`config.mk`:
```
export PLATFORM = sky130hd
export DESIGN_NAME = ram_mutex_client_seq
export DESIGN_NICKNAME = d
export VERILOG_FILES = /design/src/rtl/ram_mutex_pkg.sv /design/src/rtl/ram_mutex_client_seq.sv
export SDC_FILE = /design/constraint.sdc
export NUM_CORES = 1
export LEC_CHECK = 0
export CAP_MARGIN = 25
export CORE_ASPECT_RATIO = 0.75
export CORE_MARGIN = 2
export CORE_UTILIZATION = 50
export CTS_BUF_LIST = sky130_fd_sc_hd__clkbuf_4 sky130_fd_sc_hd__clkbuf_8
export DETAILED_ROUTE_END_ITERATION = 8
export GPL_TIMING_DRIVEN = 0
export PLACE_DENSITY = 0.83
export SLEW_MARGIN = 20
export SYNTH_ARGS = -nofsm -noshare
export SYNTH_HDL_FRONTEND = slang
export SYNTH_SLANG_ARGS = --single-unit
export TNS_END_PERCENT = 50
```
`constraint.sdc`:
```
create_clock -name CLK -period 2.6 [get_ports CLK]
set_input_delay 0.78 -clock CLK [delete_from_list [all_inputs] [get_ports CLK]]
set_output_delay 0.78 -clock CLK [all_outputs]
set_load 0.02 [all_outputs]
```
`src/rtl/ram_mutex_pkg.sv`:
```
// rtl/ram_mutex_pkg.sv - shared word encodings and state codes for the stack-RAM mutex
package ram_mutex_pkg;

  localparam logic [15:0] START_BASE = 16'hFC00;
  localparam logic [15:0] STOP_WORD  = 16'hFCFF;
  localparam logic [15:0] IDLE_WORD  = 16'h0000;
  localparam logic [3:0]  OP_TAG     = 4'b1100;

  localparam logic [1:0]  OP_RD   = 2'b00;
  localparam logic [1:0]  OP_WR   = 2'b01;
  localparam logic [1:0]  OP_DROP = 2'b10;
  localparam logic [1:0]  OP_NEW  = 2'b11;

  localparam logic [7:0]  TAG_N0 = 8'h01;
  localparam logic [7:0]  TAG_N1 = 8'h02;

  localparam logic [2:0]  ST_IDLE    = 3'd0;
  localparam logic [2:0]  ST_REQ     = 3'd1;
  localparam logic [2:0]  ST_OWN     = 3'd2;
  localparam logic [2:0]  ST_RD_WAIT = 3'd3;
  localparam logic [2:0]  ST_REL     = 3'd4;
  localparam logic [2:0]  ST_GAP     = 3'd5;

  function automatic logic [15:0] op_word(input logic [1:0] op, input logic [7:0] data);
    return {2'b00, op, OP_TAG, data};
  endfunction

endpackage

```
`src/rtl/ram_mutex_client_seq.sv`:
```
// rtl/ram_mutex_client_seq.sv - per-node sequencer from valid/ready commands to the mutex word protocol
module ram_mutex_client_seq
  import ram_mutex_pkg::*;
#(
  parameter int NODE_ID  = 0,
  parameter int PRIORITY = 8,
  parameter int TIMEOUT  = 255
) (
  input  logic        CLK,
  input  logic        RST,
  input  logic        cmd_valid,
  output logic        cmd_ready,
  input  logic [1:0]  cmd_op,
  input  logic [7:0]  cmd_data,
  input  logic        cmd_last,
  output logic [15:0] mtx_out,
  input  logic [15:0] mtx_in,
  output logic        rsp_valid,
  output logic [7:0]  rsp_data,
  output logic        busy,
  output logic        err_tmo
);

  localparam logic [3:0]  PRIO       = (PRIORITY == 0) ? 4'd1 : 4'(PRIORITY);
  localparam logic [15:0] START_WORD = START_BASE | {12'h000, PRIO};
  localparam logic [7:0]  OWN_TAG    = (NODE_ID == 0) ? TAG_N0 : TAG_N1;
  localparam logic [15:0] TMO_LAST   = 16'(TIMEOUT - 1);

  logic [2:0]  state_q, state_d;
  logic [15:0] mtx_out_q, mtx_out_d;
  logic        cmd_ready_q, cmd_ready_d;
  logic        rsp_valid_q, rsp_valid_d;
  logic [7:0]  rsp_data_q, rsp_data_d;
  logic        busy_q, busy_d;
  logic        err_tmo_q, err_tmo_d;
  logic [15:0] timer_q, timer_d;
  logic        rd_last_q, rd_last_d;
  logic        rd_ph_q, rd_ph_d;
  logic        granted;
  logic        issue;

  // Outputs are registered, so each cycle decides the word shown on the next one.
  // A command is only issued when cmd_valid is seen outside an accept cycle, which
  // keeps cmd_* stable between the decision and the handshake.
  always_comb begin
    state_d     = state_q;
    rsp_valid_d = 1'b0;
    rsp_data_d  = rsp_data_q;
    err_tmo_d   = 1'b0;
    timer_d     = timer_q;
    rd_last_d   = rd_last_q;
    rd_ph_d     = 1'b0;
    issue       = 1'b0;
    granted     = (mtx_in[15:8] == OWN_TAG);

    case (state_q)
      ST_IDLE: begin
        if (cmd_valid) begin
          state_d = ST_REQ;
          timer_d = 16'h0000;
        end
      end
      ST_REQ: begin
        if (timer_q != 16'hFFFF) timer_d = timer_q + 16'd1;
        if (granted) begin
          state_d = ST_OWN;
          issue   = cmd_valid;
        end else if (timer_q == TMO_LAST) begin
          state_d   = ST_GAP;
          err_tmo_d = 1'b1;
        end
      end
      ST_OWN: begin
        if (cmd_ready_q) begin
          if (cmd_op == OP_RD) begin
            state_d   = ST_RD_WAIT;
            rd_last_d = cmd_last;
          end else if (cmd_last) begin
            state_d = ST_REL;
          end
        end else begin
          issue = cmd_valid;
        end
      end
      ST_RD_WAIT: begin
        // Phase 0 sees the mutex response; phase 1 shows rsp_valid before moving on.
        if (!rd_ph_q) begin
          if (granted) begin
            rsp_valid_d = 1'b1;
            rsp_data_d  = mtx_in[7:0];
            rd_ph_d     = 1'b1;
          end else begin
            err_tmo_d = 1'b1;
            state_d   = ST_GAP;
          end
        end else if (rd_last_q) begin
          state_d = ST_REL;
        end else begin
          state_d = ST_OWN;
          issue   = cmd_valid;
        end
      end
      ST_REL:  state_d = ST_GAP;
      ST_GAP:  state_d = ST_IDLE;
      default: state_d = ST_IDLE;
    endcase

    case (state_d)
      ST_REQ, ST_RD_WAIT: mtx_out_d = START_WORD;
      ST_OWN:             mtx_out_d = issue ? op_word(cmd_op, cmd_data) : START_WORD;
      ST_REL:             mtx_out_d = STOP_WORD;
      default:            mtx_out_d = IDLE_WORD;
    endcase

    cmd_ready_d = issue;
    busy_d      = (state_d != ST_IDLE);
  end

  always_ff @(posedge CLK or posedge RST) begin
    if (RST) begin
      state_q     <= ST_IDLE;
      mtx_out_q   <= IDLE_WORD;
      cmd_ready_q <= 1'b0;
      rsp_valid_q <= 1'b0;
      rsp_data_q  <= 8'h00;
      busy_q      <= 1'b0;
      err_tmo_q   <= 1'b0;
      timer_q     <= 16'h0000;
      rd_last_q   <= 1'b0;
      rd_ph_q     <= 1'b0;
    end else begin
      state_q     <= state_d;
      mtx_out_q   <= mtx_out_d;
      cmd_ready_q <= cmd_ready_d;
      rsp_valid_q <= rsp_valid_d;
      rsp_data_q  <= rsp_data_d;
      busy_q      <= busy_d;
      err_tmo_q   <= err_tmo_d;
      timer_q     <= timer_d;
      rd_last_q   <= rd_last_d;
      rd_ph_q     <= rd_ph_d;
    end
  end

  assign mtx_out   = mtx_out_q;
  assign cmd_ready = cmd_ready_q;
  assign rsp_valid = rsp_valid_q;
  assign rsp_data  = rsp_data_q;
  assign busy      = busy_q;
  assign err_tmo   = err_tmo_q;

endmodule
```
Fig. 1: placed cells, one colour a class
The bar under the picture is 20 microns long.
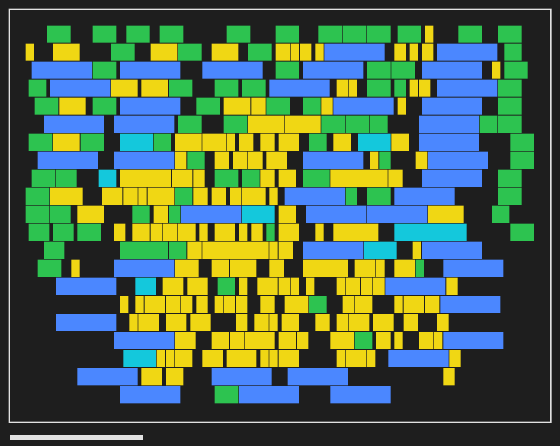
colour	class	cells	share of their area
cyan	clock drivers and dummy loads	8	3.8%
blue	registers	44	36%
green	remaining buffers and delay cells	79	24%
yellow	remaining logic cells	157	37%

Fig. 2: the metal 1 layer
Supply wires on this layer in grey. Cells faint in the background.
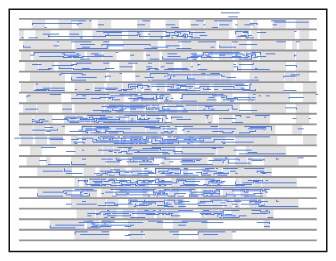
main direction	horizontal
wire length on this layer	2440 microns
share of all routed wire	46%
longest straight run	31.7 microns

==> results.yml <==
# yosys + openroad results
run_status:
  status: "finished, final reports clean"
clock_tree:
  root_buffer: "clkbuf_8"
  postCtsHoldBufs: 0
  htreeDepth: 2
  clkLatencyLatePin_ps: 300
  cts_tree: "done"
layout:
  clk_share: 0.0367
  nFillCells: 320
  seqCellArea_sq_mm: 0.00110
  syn_to_final_growth_pct: 39.4
  logic_area_sq_mm: 0.00111
  largestClassByArea: "multi-input combinational cells"
  stdcell_count: 345
  seq_area_frac: 0.351
  largest_reg_flops: 16
logic_synthesis:
  top_cell: "dfrtp_1"
  synthArstFlopShare: 1.00
  yosys_warnings: 0
  ys.flop_type: "dfrtp_1"
  synth_area_per_cell_sq_um: 10.7
  mux_share: 0.0450
  edf_count: 0
  top_cell_area_share: 0.489
  area_leaders: "dfrtp_1 49%, mux2_2 4.5%, o21ai_0 3.1%, nand2_1 2.8%, nor2_1 2.7%"
  ys_cells: 211
  common_cells: "44 x dfrtp_1, 17 x nand2_1, 16 x nor2_1"
  syn_inst: 211
power_and_ir_drop:
  power_switching_mw: 0.748
  seqPwrFrac: 0.404
  fin_total_pwr_mw: 2.21
  pwr-share-comb: 0.353
  powerClk_mw: 0.536
  netSwitchingFraction: 0.338
  comb_power_mw: 0.781
  maxPowerGroup: "sequential cells"
  p_leak_nw: 1.33
  pg_seq_mw: 0.893
  clkPwrFrac: 0.243
  intPower_mw: 1.46
critical_path:
  arrival_ps: 2780
  timing.rr.start: "timer_q[0]"
  cp-end-kind: "flop"
  r2r-end: "mtx_out[3]"
  crit_type: "in -> reg"
  crit_family: "simple AND/OR/NAND/NOR gates"
  cp_data_required_time_ps: 2810
  crit_start: "mtx_in[14]"
  crit_path_cell_trace: "dlygate4sd2_1 -> or4_4 -> or2_4 -> a2111oi_4 -> buf_4 -> o21bai_4 -> buf_4 -> o221ai_2"
  slowest_delay_ps: 530
  cpMostUsedCell: "buf_4"
  cp_slowest_cell: "or4_4"
  cp.depth: 8
floorplan:
  die_w_microns: 81.5
  rows: 21
  core_region_area_sq_mm: 0.00439
final_timing:
  relSlewSlack: 0.663
  clock_skew_ps: 3.86
  period_minus_slack_ps: 2560
  hold_ws_ps: 509
  clock.fmax_mhz: 390
routing:
  wl_met1_microns: 2440
  ant_nets: 0
  avgViaCountPerCell: 5.61
  drcViolationCount: 0
  drtPass1Iterations: 4
  drt_iter0_drc: 124
grt:
  grt_usage: 0.229
  grt_pass1_vias: 1821
  top_usage_layer: "met2"
  use_met2: 0.336
  grt_max_degree: 36
  grt_overflow: 0
worst_hold_path:
  hold_class: "reg -> reg"
place:
  place.gp.congestion: 0.880
  place_ws_ps: -529
  dp_hpwl_microns: 3670
  numPlacedInstances: 325
Fig. 3: clock wires, drivers and flops
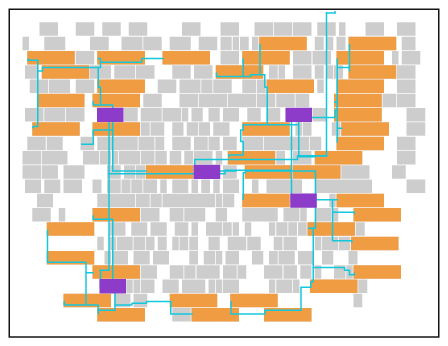
[purple] clock-net drivers | count: 5
[orange] flip-flops | count: 44
[cyan] clock wires | length: 501 microns
flops lie	widely spread

Fig. 4: drive-strength map
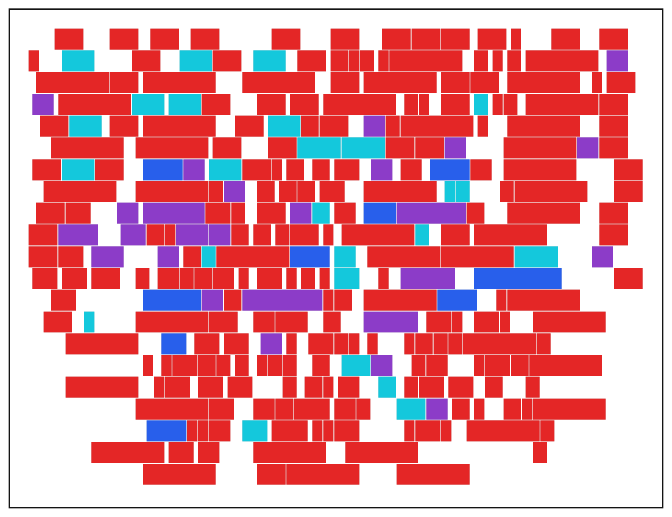
colour	size	cells
purple	x3 and x4	26
cyan	x2	25
blue	x6 and larger	9
red	x1 and smaller	228

Power and IR drop assume default switching activity.
